File: src/rtl/mips_isa_pkg.sv
// Shared MIPS I-type encoding constants and encoder state/class types.
// Imported by the immediate encoder and its classifier.
package mips_isa_pkg;

    localparam logic [5:0] OPC_ADDIU = 6'b001001;
    localparam logic [5:0] OPC_ORI   = 6'b001101;
    localparam logic [5:0] OPC_LUI   = 6'b001111;

    localparam logic [4:0] REG_ZERO = 5'd0;

    typedef enum logic [1:0] {
        IDLE,
        EMIT_HI,
        EMIT_LAST
    } enc_state_e;

    typedef enum logic [1:0] {
        CLS_SEXT,
        CLS_ZEXT,
        CLS_HIONLY,
        CLS_FULL
    } imm_class_e;

    function automatic logic [31:0] itype(
        input logic [5:0]  opc,
        input logic [4:0]  rs,
        input logic [4:0]  rt,
        input logic [15:0] imm
    );
        return {opc, rs, rt, imm};
    endfunction

endpackage

File: src/rtl/imm_classify.sv
// Picks the shortest load-constant form for a 32-bit value.
// With allow_single low every value is forced to the LUI+ORI pair.
import mips_isa_pkg::*;

module imm_classify (
    input  logic [31:0] value,
    input  logic        allow_single,
    output imm_class_e  cls
);

    logic sext;
    logic zext;
    logic hionly;

    // bits 31..15 identical means ADDIU's sign extension reproduces it
    assign sext   = (&value[31:15]) | ~(|value[31:15]);
    assign zext   = ~(|value[31:16]);
    assign hionly = ~(|value[15:0]);

    always_comb begin
        cls = CLS_FULL;
        if (!allow_single)
            cls = CLS_FULL;
        else if (sext)
            cls = CLS_SEXT;
        else if (zext)
            cls = CLS_ZEXT;
        else if (hionly)
            cls = CLS_HIONLY;
    end

endmodule

File: src/rtl/immediate_encoder.sv
// Emits ADDIU / ORI / LUI / LUI+ORI words that load a 32-bit constant.
// Valid/ready on both sides; one idle cycle separates constants.
import mips_isa_pkg::*;

module immediate_encoder #(
    parameter bit ALLOW_SINGLE = 1'b1
) (
    input  logic        clk,
    input  logic        rst_n,
    input  logic        in_valid,
    output logic        in_ready,
    input  logic [31:0] value,
    input  logic [4:0]  rt,
    output logic        out_valid,
    input  logic        out_ready,
    output logic [31:0] instr,
    output logic        last
);

    enc_state_e  state;
    imm_class_e  cls;
    logic [4:0]  rt_q;
    logic [15:0] lo_q;
    logic [31:0] first_word;

    imm_classify u_classify (
        .value        (value),
        .allow_single (ALLOW_SINGLE),
        .cls          (cls)
    );

    assign in_ready = (state == IDLE);

    always_comb begin
        first_word = itype(OPC_LUI, REG_ZERO, rt, value[31:16]);
        case (cls)
            CLS_SEXT:
                first_word = itype(OPC_ADDIU, REG_ZERO, rt, value[15:0]);
            CLS_ZEXT:
                first_word = itype(OPC_ORI, REG_ZERO, rt, value[15:0]);
            default:
                first_word = itype(OPC_LUI, REG_ZERO, rt, value[31:16]);
        endcase
    end

    always_ff @(posedge clk or negedge rst_n) begin
        if (!rst_n) begin
            state     <= IDLE;
            out_valid <= 1'b0;
            instr     <= 32'h0;
            last      <= 1'b0;
            rt_q      <= 5'd0;
            lo_q      <= 16'h0;
        end else begin
            case (state)
                IDLE: begin
                    if (in_valid) begin
                        rt_q      <= rt;
                        lo_q      <= value[15:0];
                        instr     <= first_word;
                        out_valid <= 1'b1;
                        if (cls == CLS_FULL) begin
                            state <= EMIT_HI;
                            last  <= 1'b0;
                        end else begin
                            state <= EMIT_LAST;
                            last  <= 1'b1;
                        end
                    end
                end
                EMIT_HI: begin
                    if (out_ready) begin
                        instr <= itype(OPC_ORI, rt_q, rt_q, lo_q);
                        last  <= 1'b1;
                        state <= EMIT_LAST;
                    end
                end
                EMIT_LAST: begin
                    if (out_ready) begin
                        out_valid <= 1'b0;
                        last      <= 1'b0;
                        state     <= IDLE;
                    end
                end
                default: begin
                    state     <= IDLE;
                    out_valid <= 1'b0;
                    last      <= 1'b0;
                end
            endcase
        end
    end

endmodule

File: config.mk
export PLATFORM = sky130hd
export DESIGN_NAME = immediate_encoder
export DESIGN_NICKNAME = d
export VERILOG_FILES = /design/src/rtl/mips_isa_pkg.sv /design/src/rtl/imm_classify.sv /design/src/rtl/immediate_encoder.sv
export SDC_FILE = /design/constraint.sdc
export NUM_CORES = 1
export LEC_CHECK = 0
export CAP_MARGIN = 40
export CORE_UTILIZATION = 35
export DETAILED_ROUTE_END_ITERATION = 10
export PLACE_DENSITY = 0.75
export SETUP_SLACK_MARGIN = 0.3
export SKIP_CTS_REPAIR_TIMING = 1
export SYNTH_ARGS = -nofsm -noshare
export SYNTH_HDL_FRONTEND = slang
export SYNTH_SLANG_ARGS = --single-unit
File: constraint.sdc
create_clock -name clk -period 1.51 [get_ports clk]
set_clock_uncertainty 0.05 [all_clocks]
set_input_delay 0.2265 -clock clk [delete_from_list [all_inputs] [get_ports clk]]
set_output_delay 0.2265 -clock clk [all_outputs]
set_load 0.1 [all_outputs]
Fig. 1: drive-strength map
Drawn at 4 px/um.
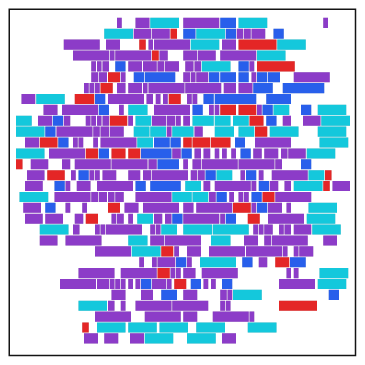
size	color	cells	share
_0 and _1 cells	purple	237	61%
_6 and larger	cyan	60	15%
_3 and _4 cells	blue	57	15%
_2 cells	red	36	9.2%

Fig. 2: routing congestion
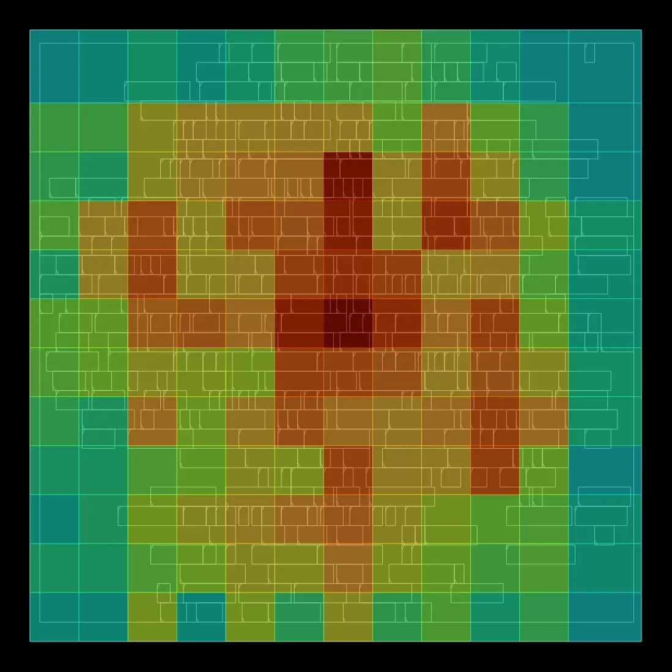
met2 Use GR: 31.8%
met3 Usage GRT: 4.00%
Final Util: 65.5%
Avg WL per Cell: 16.8 um
busiest grt layer: met2

Fig. 3: gate families picked out
Drawn at 4 px/um.
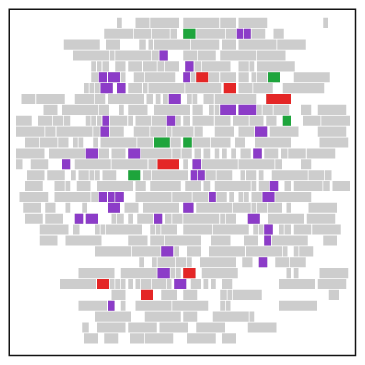
family	color	cells	most used
AND-OR and OR-AND gates	red	7	a22o_1
AND and OR gates	green	6	and2_4
inverting AOI/OAI gates	purple	42	o22ai_1

Fig. 4: signal wires on met3
Drawn at 6 px/um.
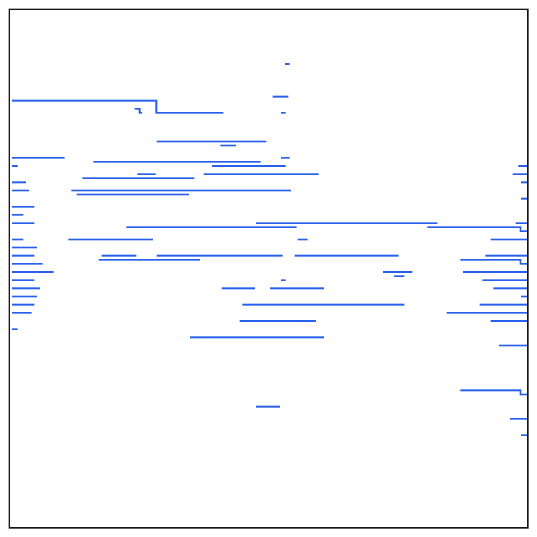
nets with wire on the layer	61
main direction	horizontal
share of all routed wire	7.2%

==> worst register-to-register path: cells and delay by family, from the launching register on <==
kind | cells | cell delay [ns]
flops | 1 | 0.52
simple gates | 3 | 0.36
buf+inv | 2 | 0.29
compound gates | 1 | 0.18
==> layout by cell type (no fill, tap or decap), types with 3 or more instances in the layout <==
cell type and instances:
nand2_1 74, dfrtp_1 48, buf_4 42, buf_12 36
nor3_1 18, mux2i_1 17, o22ai_1 16, clkdlybuf4s50_1 16
buf_6 15, dlymetal6s2s_1 15, a21oi_2 11, a21oi_1 7
clkbuf_2 6, nor4_2 5, clkbuf_8 5, nand4_1 4
nand3_2 3, nor4_4 3, a22o_1 3, clkbuf_1 3
dfrtp_2 3
==> layer usage <==
layer | wire, um | vias to the layer above | track usage (%) | part of all wire (%)
met3 | 592 | 8 | 4.00 | 7.2
met5 | 0 | - | 0 | 0
met4 | 91 | 0 | 5.76 | 1.1
li1 | - | 1172 | - | -
met2 | 4100 | 101 | 31.8 | 50
met1 | 3390 | 1250 | 27.5 | 41
==> report_power, final <==
group | internal, mW | switching (mW)
Sequential | 2.12 | 0.681
Combinational | 3.04 | 4.70
Clock | 0.331 | 0.463
==> worst paths after layout <==
path | start | end | depth (start not counted) | slack, ns
max in group asynchronous | rst_n | instr[26] | 3 | 0.76
setup / recovery | last | instr[23] | 6 | -0.01
min in group asynchronous | rst_n | instr[24] | 3 | 0.39
hold reg to reg | lo_q[5] | lo_q[5] | 2 | 0.44
setup reg to reg | last | instr[23] | 6 | -0.01
hold / removal | value[8] | lo_q[8] | 3 | 0.18
==> sequential cells by signal (all words and copies together), names as in the netlist <==
register   flops
last           1
instr         29
lo_q          16
out_valid      1
rt_q           5
state          1
==> area by class of cell <==
cell class,count,area (um^2),area share [%]
repair buffers,136,1680,37.5
flip-flops and latches,53,1340,29.9
multi-input cells,191,1250,27.9
well taps,96,120,2.69
clock buffers,8,80.1,1.79
inverters,2,7.51,0.168
==> logic make-up after synthesis <==
logic type             count (synthesis)  share of synthesized area (%)
DFF                                   53                           53.5
and+or+nand+nor                      121                           21.7
buffers and inverters                 23                           4.94
other                                  1                          0.151
AOI/OAI and AO/OA                     49                           12.1
muxes                                 19                           7.67
==> metrics by stage <==
step           power, mW  hold slack (ns)  TNS [ns]
2_1_floorplan       6.92           -0.119    -27.78
3_3_place_gp        9.64            0.191    -11.26
3_5_place_dp        9.73            0.201    -11.09
4_1_cts             10.5           -0.129     -4.19
5_1_grt             11.8            0.198    -0.744
6_report            11.3            0.179   -0.0281
==> results.sh <==
# yosys + openroad results
export IMPL_diodes=0
export IMPL_fin_crit_ns=1.52
export IMPL_grt_overflow=0
export IMPL_finalCritPeriodShare_pct=101
export IMPL_synth_top_flop_cell="dfrtp_1"
export IMPL_clk_latency_ns=0.31
export IMPL_fin_area_um2=4470
export IMPL_yosysTopAreaCellShare_pct=53.5
export IMPL_routed_wl_mm=8.18
export IMPL_clockRootBuffer="clkbuf_8"
export IMPL_hold_violations=0
export IMPL_maxCapViolCount=0
export IMPL_crit_path_max_incr_delay_ns=0.52
export IMPL_stdcell_count=486
export IMPL_die_h_um=86.2
export IMPL_maxClockFrequency_mhz=656
export IMPL_syn_to_final_growth_pct=80.3
export IMPL_setup_viol=4
export IMPL_vias_per_cell=5.21
export IMPL_drive_gt1_share_pct=39.2
export IMPL_die_w_um=86.2
export IMPL_report_final_slew_viol_count=0
export IMPL_vias=2531
export IMPL_finalNetCount=430
export IMPL_crit_path_max_fanout=9
export IMPL_coreArea_um2=6830
export IMPL_ys_cells=266
export IMPL_clkTransAtPathRegs_ns=0.09
export IMPL_grt_start_max_net_pins=54
export IMPL_postRouteAntennaNets=0
export IMPL_powerDensity_nw_per_um2=2540
export IMPL_cts_buffer_depth=2
export IMPL_post_place_cells=464
export IMPL_grt_pass1_vias=2321
export IMPL_rows=30
export IMPL_violations="setup timing"
export IMPL_dpl_instance_area_um2=3960
export IMPL_start_kind="register"
export IMPL_top_cell="nand2_1"
export IMPL_grt_pass1_wl_mm=11.4
export IMPL_outcome="finished with violations"
export IMPL_synthCells=266
export IMPL_top_cells_by_count="nand2_1, dfrtp_1, mux2i_1"
export IMPL_peakVddDrop_uv=1150
export IMPL_drtIter0Drc=179
export IMPL_ys_types=31
export IMPL_cellLeakagePower_nw=2.21
export IMPL_antenna_found_initial=0
export IMPL_cts_buffers_inserted=5
export IMPL_setup_ws_ns=-0.0139
export IMPL_port_buffers=73
export IMPL_critPathBufInv=2
export IMPL_dp_slack_ns=-0.586
export IMPL_cts_tree="built"
export IMPL_fillers=512
export IMPL_async_flop_share_pct=100
export IMPL_synth_largest_area_cell="dfrtp_1"
export IMPL_critPathTopFamily="flip-flops"
export IMPL_min_path_type="input port to register"
export IMPL_dp_hpwl_mm=5.30
export IMPL_tool_warnings=28
export IMPL_grt_setup_unrepaired="true"
export IMPL_worst_setup_path_end_kind="register"
Power and IR drop assume default switching activity.
